### src/rtl/keypad_alu_pkg.sv
// Shared types for the keypad calculator: FSM state and operator encodings,
// plus the width helper for the key debounce counter.
package keypad_alu_pkg;

    typedef enum logic [1:0] {
        IDLE   = 2'd0,
        LOAD_A = 2'd1,
        LOAD_B = 2'd2,
        SHOW   = 2'd3
    } state_t;

    typedef enum logic {
        OP_ADD = 1'b0,
        OP_SUB = 1'b1
    } op_t;

    // Bits needed for a counter that must be able to hold the value `cycles`.
    function automatic int dbc_width(input int cycles);
        return $clog2(cycles + 1);
    endfunction

endpackage

### src/rtl/key_debounce.sv
// Active-low pushbutton conditioning: 2-flop synchroniser, stable-level
// debounce counter and a one-cycle press pulse on a debounced high-to-low edge.
import keypad_alu_pkg::*;

module key_debounce #(
    parameter int DEBOUNCE_CYCLES = 500000
) (
    input  logic i_clk,
    input  logic i_rst,
    input  logic i_key_n,
    output logic o_press
);

    localparam int CW = dbc_width(DEBOUNCE_CYCLES);

    logic          r_sync1;
    logic          r_sync2;
    logic          r_level;
    logic [CW-1:0] r_cnt;
    logic          r_press;

    // Synchroniser and debounce state; everything resets to the released level
    // so a key held through reset is seen as a fresh press.
    always_ff @(posedge i_clk or posedge i_rst) begin
        if (i_rst) begin
            r_sync1 <= 1'b1;
            r_sync2 <= 1'b1;
            r_level <= 1'b1;
            r_cnt   <= '0;
            r_press <= 1'b0;
        end else begin
            r_sync1 <= i_key_n;
            r_sync2 <= r_sync1;
            r_press <= 1'b0;
            if (r_sync2 == r_level) begin
                r_cnt <= '0;
            end else if (r_cnt == CW'(DEBOUNCE_CYCLES)) begin
                r_level <= r_sync2;
                r_cnt   <= '0;
                r_press <= r_level;
            end else begin
                r_cnt <= r_cnt + CW'(1);
            end
        end
    end

    assign o_press = r_press;

endmodule

### src/rtl/keypad_alu_fsm.sv
// Two-operand switch calculator stepped by debounced KEY[0]; result carries
// the full WIDTH+1 sum. Define SUB_MODE_EN to enable subtract selected by KEY[1].
import keypad_alu_pkg::*;

module keypad_alu_fsm #(
    parameter int WIDTH           = 4,
    parameter int DEBOUNCE_CYCLES = 500000
) (
    input  logic             MAX10_CLK1_50,
    input  logic             rst,
    input  logic [WIDTH-1:0] SW,
    input  logic [1:0]       KEY,
    output logic [WIDTH:0]   result,
    output logic             result_valid,
    output logic             neg,
    output logic [1:0]       state_o
);

    logic             w_press;
    logic [WIDTH:0]   w_sum;
    logic [WIDTH:0]   w_result;
    logic             w_neg;
    op_t              w_op;
    logic             w_unused;

    state_t           r_state;
    logic [WIDTH-1:0] r_a;
    logic [WIDTH-1:0] r_b;
    logic [WIDTH:0]   r_result;
    logic             r_neg;
    logic             r_valid;
    op_t              r_op;

    key_debounce #(
        .DEBOUNCE_CYCLES (DEBOUNCE_CYCLES)
    ) u_key0 (
        .i_clk   (MAX10_CLK1_50),
        .i_rst   (rst),
        .i_key_n (KEY[0]),
        .o_press (w_press)
    );

    assign w_sum = {1'b0, r_a} + {1'b0, SW};

`ifdef SUB_MODE_EN
    logic r_key1_s1;
    logic r_key1_s2;

    // KEY[1] is a level select, so it is only synchronised.
    always_ff @(posedge MAX10_CLK1_50 or posedge rst) begin
        if (rst) begin
            r_key1_s1 <= 1'b1;
            r_key1_s2 <= 1'b1;
        end else begin
            r_key1_s1 <= KEY[1];
            r_key1_s2 <= r_key1_s1;
        end
    end

    // Operator and result for the capture edge; B comes straight from SW.
    always_comb begin
        w_op     = r_key1_s2 ? OP_ADD : OP_SUB;
        w_result = w_sum;
        w_neg    = 1'b0;
        if (w_op == OP_SUB) begin
            if (SW > r_a) begin
                w_result = {1'b0, SW - r_a};
                w_neg    = 1'b1;
            end else begin
                w_result = {1'b0, r_a - SW};
                w_neg    = 1'b0;
            end
        end else begin
            w_result = w_sum;
            w_neg    = 1'b0;
        end
    end

    assign w_unused = ^{r_b, r_op};
`else
    assign w_op     = OP_ADD;
    assign w_result = w_sum;
    assign w_neg    = 1'b0;
    assign w_unused = ^{KEY[1], r_b, r_op};
`endif

    // Operand-entry state machine with registered result and status outputs.
    always_ff @(posedge MAX10_CLK1_50 or posedge rst) begin
        if (rst) begin
            r_state  <= IDLE;
            r_a      <= '0;
            r_b      <= '0;
            r_result <= '0;
            r_neg    <= 1'b0;
            r_valid  <= 1'b0;
            r_op     <= OP_ADD;
        end else begin
            case (r_state)
                IDLE: begin
                    r_a      <= '0;
                    r_b      <= '0;
                    r_result <= '0;
                    r_neg    <= 1'b0;
                    r_valid  <= 1'b0;
                    r_op     <= OP_ADD;
                    if (w_press) begin
                        r_state <= LOAD_A;
                    end
                end
                LOAD_A: begin
                    if (w_press) begin
                        r_a     <= SW;
                        r_state <= LOAD_B;
                    end
                end
                LOAD_B: begin
                    if (w_press) begin
                        r_b      <= SW;
                        r_op     <= w_op;
                        r_result <= w_result;
                        r_neg    <= w_neg;
                        r_valid  <= 1'b1;
                        r_state  <= SHOW;
                    end
                end
                SHOW: begin
                    if (w_press) begin
                        r_result <= '0;
                        r_neg    <= 1'b0;
                        r_valid  <= 1'b0;
                        r_op     <= OP_ADD;
                        r_state  <= IDLE;
                    end
                end
                default: begin
                    r_state <= IDLE;
                end
            endcase
        end
    end

    assign result       = r_result;
    assign result_valid = r_valid;
    assign neg          = r_neg;
    assign state_o      = r_state;

endmodule

### config.mk
export PLATFORM = sky130hd
export DESIGN_NAME = keypad_alu_fsm
export DESIGN_NICKNAME = d
export VERILOG_FILES = /design/src/rtl/keypad_alu_pkg.sv /design/src/rtl/key_debounce.sv /design/src/rtl/keypad_alu_fsm.sv
export SDC_FILE = /design/constraint.sdc
export NUM_CORES = 1
export LEC_CHECK = 0
export CORE_ASPECT_RATIO = 1.5
export CORE_MARGIN = 10
export CORE_UTILIZATION = 50
export CTS_CLUSTER_DIAMETER = 100
export DETAILED_ROUTE_END_ITERATION = 6
export PLACE_DENSITY = 0.71
export RECOVER_POWER = 100
export SLEW_MARGIN = 25
export SYNTH_ARGS = -nofsm -noshare
export SYNTH_HDL_FRONTEND = slang
export SYNTH_HIERARCHICAL = 1
export SYNTH_SLANG_ARGS = --single-unit
export TNS_END_PERCENT = 100
### constraint.sdc
create_clock -name MAX10_CLK1_50 -period 2.53 [get_ports MAX10_CLK1_50]
set_clock_uncertainty 0.15 [all_clocks]
set_input_delay 0.3795 -clock MAX10_CLK1_50 [delete_from_list [all_inputs] [get_ports MAX10_CLK1_50]]
set_output_delay 0.3795 -clock MAX10_CLK1_50 [all_outputs]
set_load 0.02 [all_outputs]
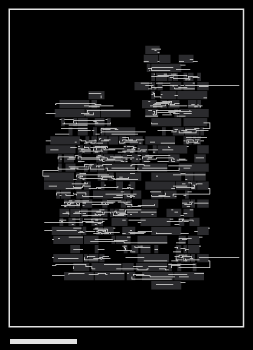
*Signal wires on met1*
Scale bar: 20 um. Cells faint in the background.
wire length on this layer	1370 um
main direction	horizontal
nets with wire on the layer	192
longest straight run	21.6 um

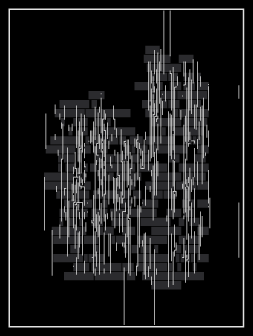
*Met2 routing*
Cells faint in the background.
main direction	vertical
share of all routed wire	54%

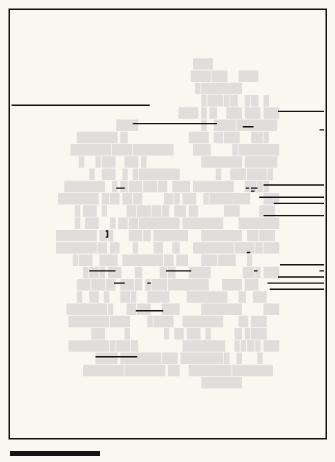
*Metal 3*
Scale bar: 20 um. Cells faint in the background.
share of all routed wire	5.1%
longest straight run	30.4 um
main direction	horizontal

==> qor.yml <==
status:
  status: "complete, no violations"
yosys:
  yosysWarningCount: 6
  top_cell: "dfrtp_1"
  synth-seq-area-share_pct: 47.0
  ys_area_um2: 1870
  mux_share_pct: 2.74
  ys_seq_elements: 35
  ys_cells: 177
  syn_area_um2: 1870
  ys_top_cells_by_count: "32 x dfrtp_1, 20 x nor2_1, 14 x nand2_1"
  synth-edff-count: 0
  ys_types: 42
  topCellsByArea: "dfrtp_1 43%, ha_1 6.7%, xnor2_1 4.7%, dfstp_2 4.2%, nor2_1 4.0%"
  fp_nets: 196
  synth_cells: 177
  synthArstFlopShare_pct: 100
pwr:
  p_clk_mw: 0.377
  comb-power_mw: 0.0444
  p_sw_mw: 0.218
  power_leader: "sequential cells"
  pwr-share-seq_pct: 57.7
clock_tree:
  clk_pin_slew_ps: 70
  hold_buffers: 0
  cts_tree: "yes"
  clk_path_buf_depth: 2
  post_cts_resized: 0
  cts_root_buf: "clkbuf_8"
  clock.latency.late_pin_ps: 290
global_routing:
  grt_pass1_vias: 1425
  grt.total_usage_pct: 12.0
  grt_pass1_wl_mm: 6.38
  use_met3_pct: 4.09
  grt-busiest-layer: "met2"
critical_path:
  critical_path.top_delay_family: "buffers and inverters"
  critPathCapture: "state_o[1]"
  path_cells: "dlygate4sd3_1"
  cp.depth: 1
  timing.rr.start: "state_o[1]$_DFFE_PP0P_"
  crit_buf_inv: 1
  arrival_ps: 1460
  cp.required_ps: 2000
  path_class: "reg -> out"
worst_hold_path:
  min_path_cells: 0
  min_from: "u_key0/r_sync1$_DFF_PP1_"
final_layout:
  final_cell_area_um2: 2090
  lay_top_cells: "32 x dfrtp_1, 20 x nor2_1, 14 x nand2_1"
  nClkBuffers: 7
  top_register: "u_key0/r_cnt"
  final-clk-cell-share_pct: 3.88
  buf_share_pct: 7.23
  largest_register_ff_count: 19
  nets: 215
  comb_cells: 126
drt:
  wl_mm: 3.71
  wl_met3_um: 189
  wl_met1_mm: 1.37
  dr.pass1.iters: 4
  ant_nets: 0
placement:
  dp_slack_ps: 345
  gp_congestion: 0.847
  portBuffers: 14
  dp_hpwl_mm: 2.79
  place_inst: 232
floorplan:
  tap_cells: 43
  rows: 27
  top_level_ports: 17
  die_y_um: 94.9
final_timing:
  finalClockPeriodUsage_pct: 78.8
  grt_setup_unrepaired: "no"
  drv_slew: 0
No activity file was given, so power comes from the tool's default toggle rates.
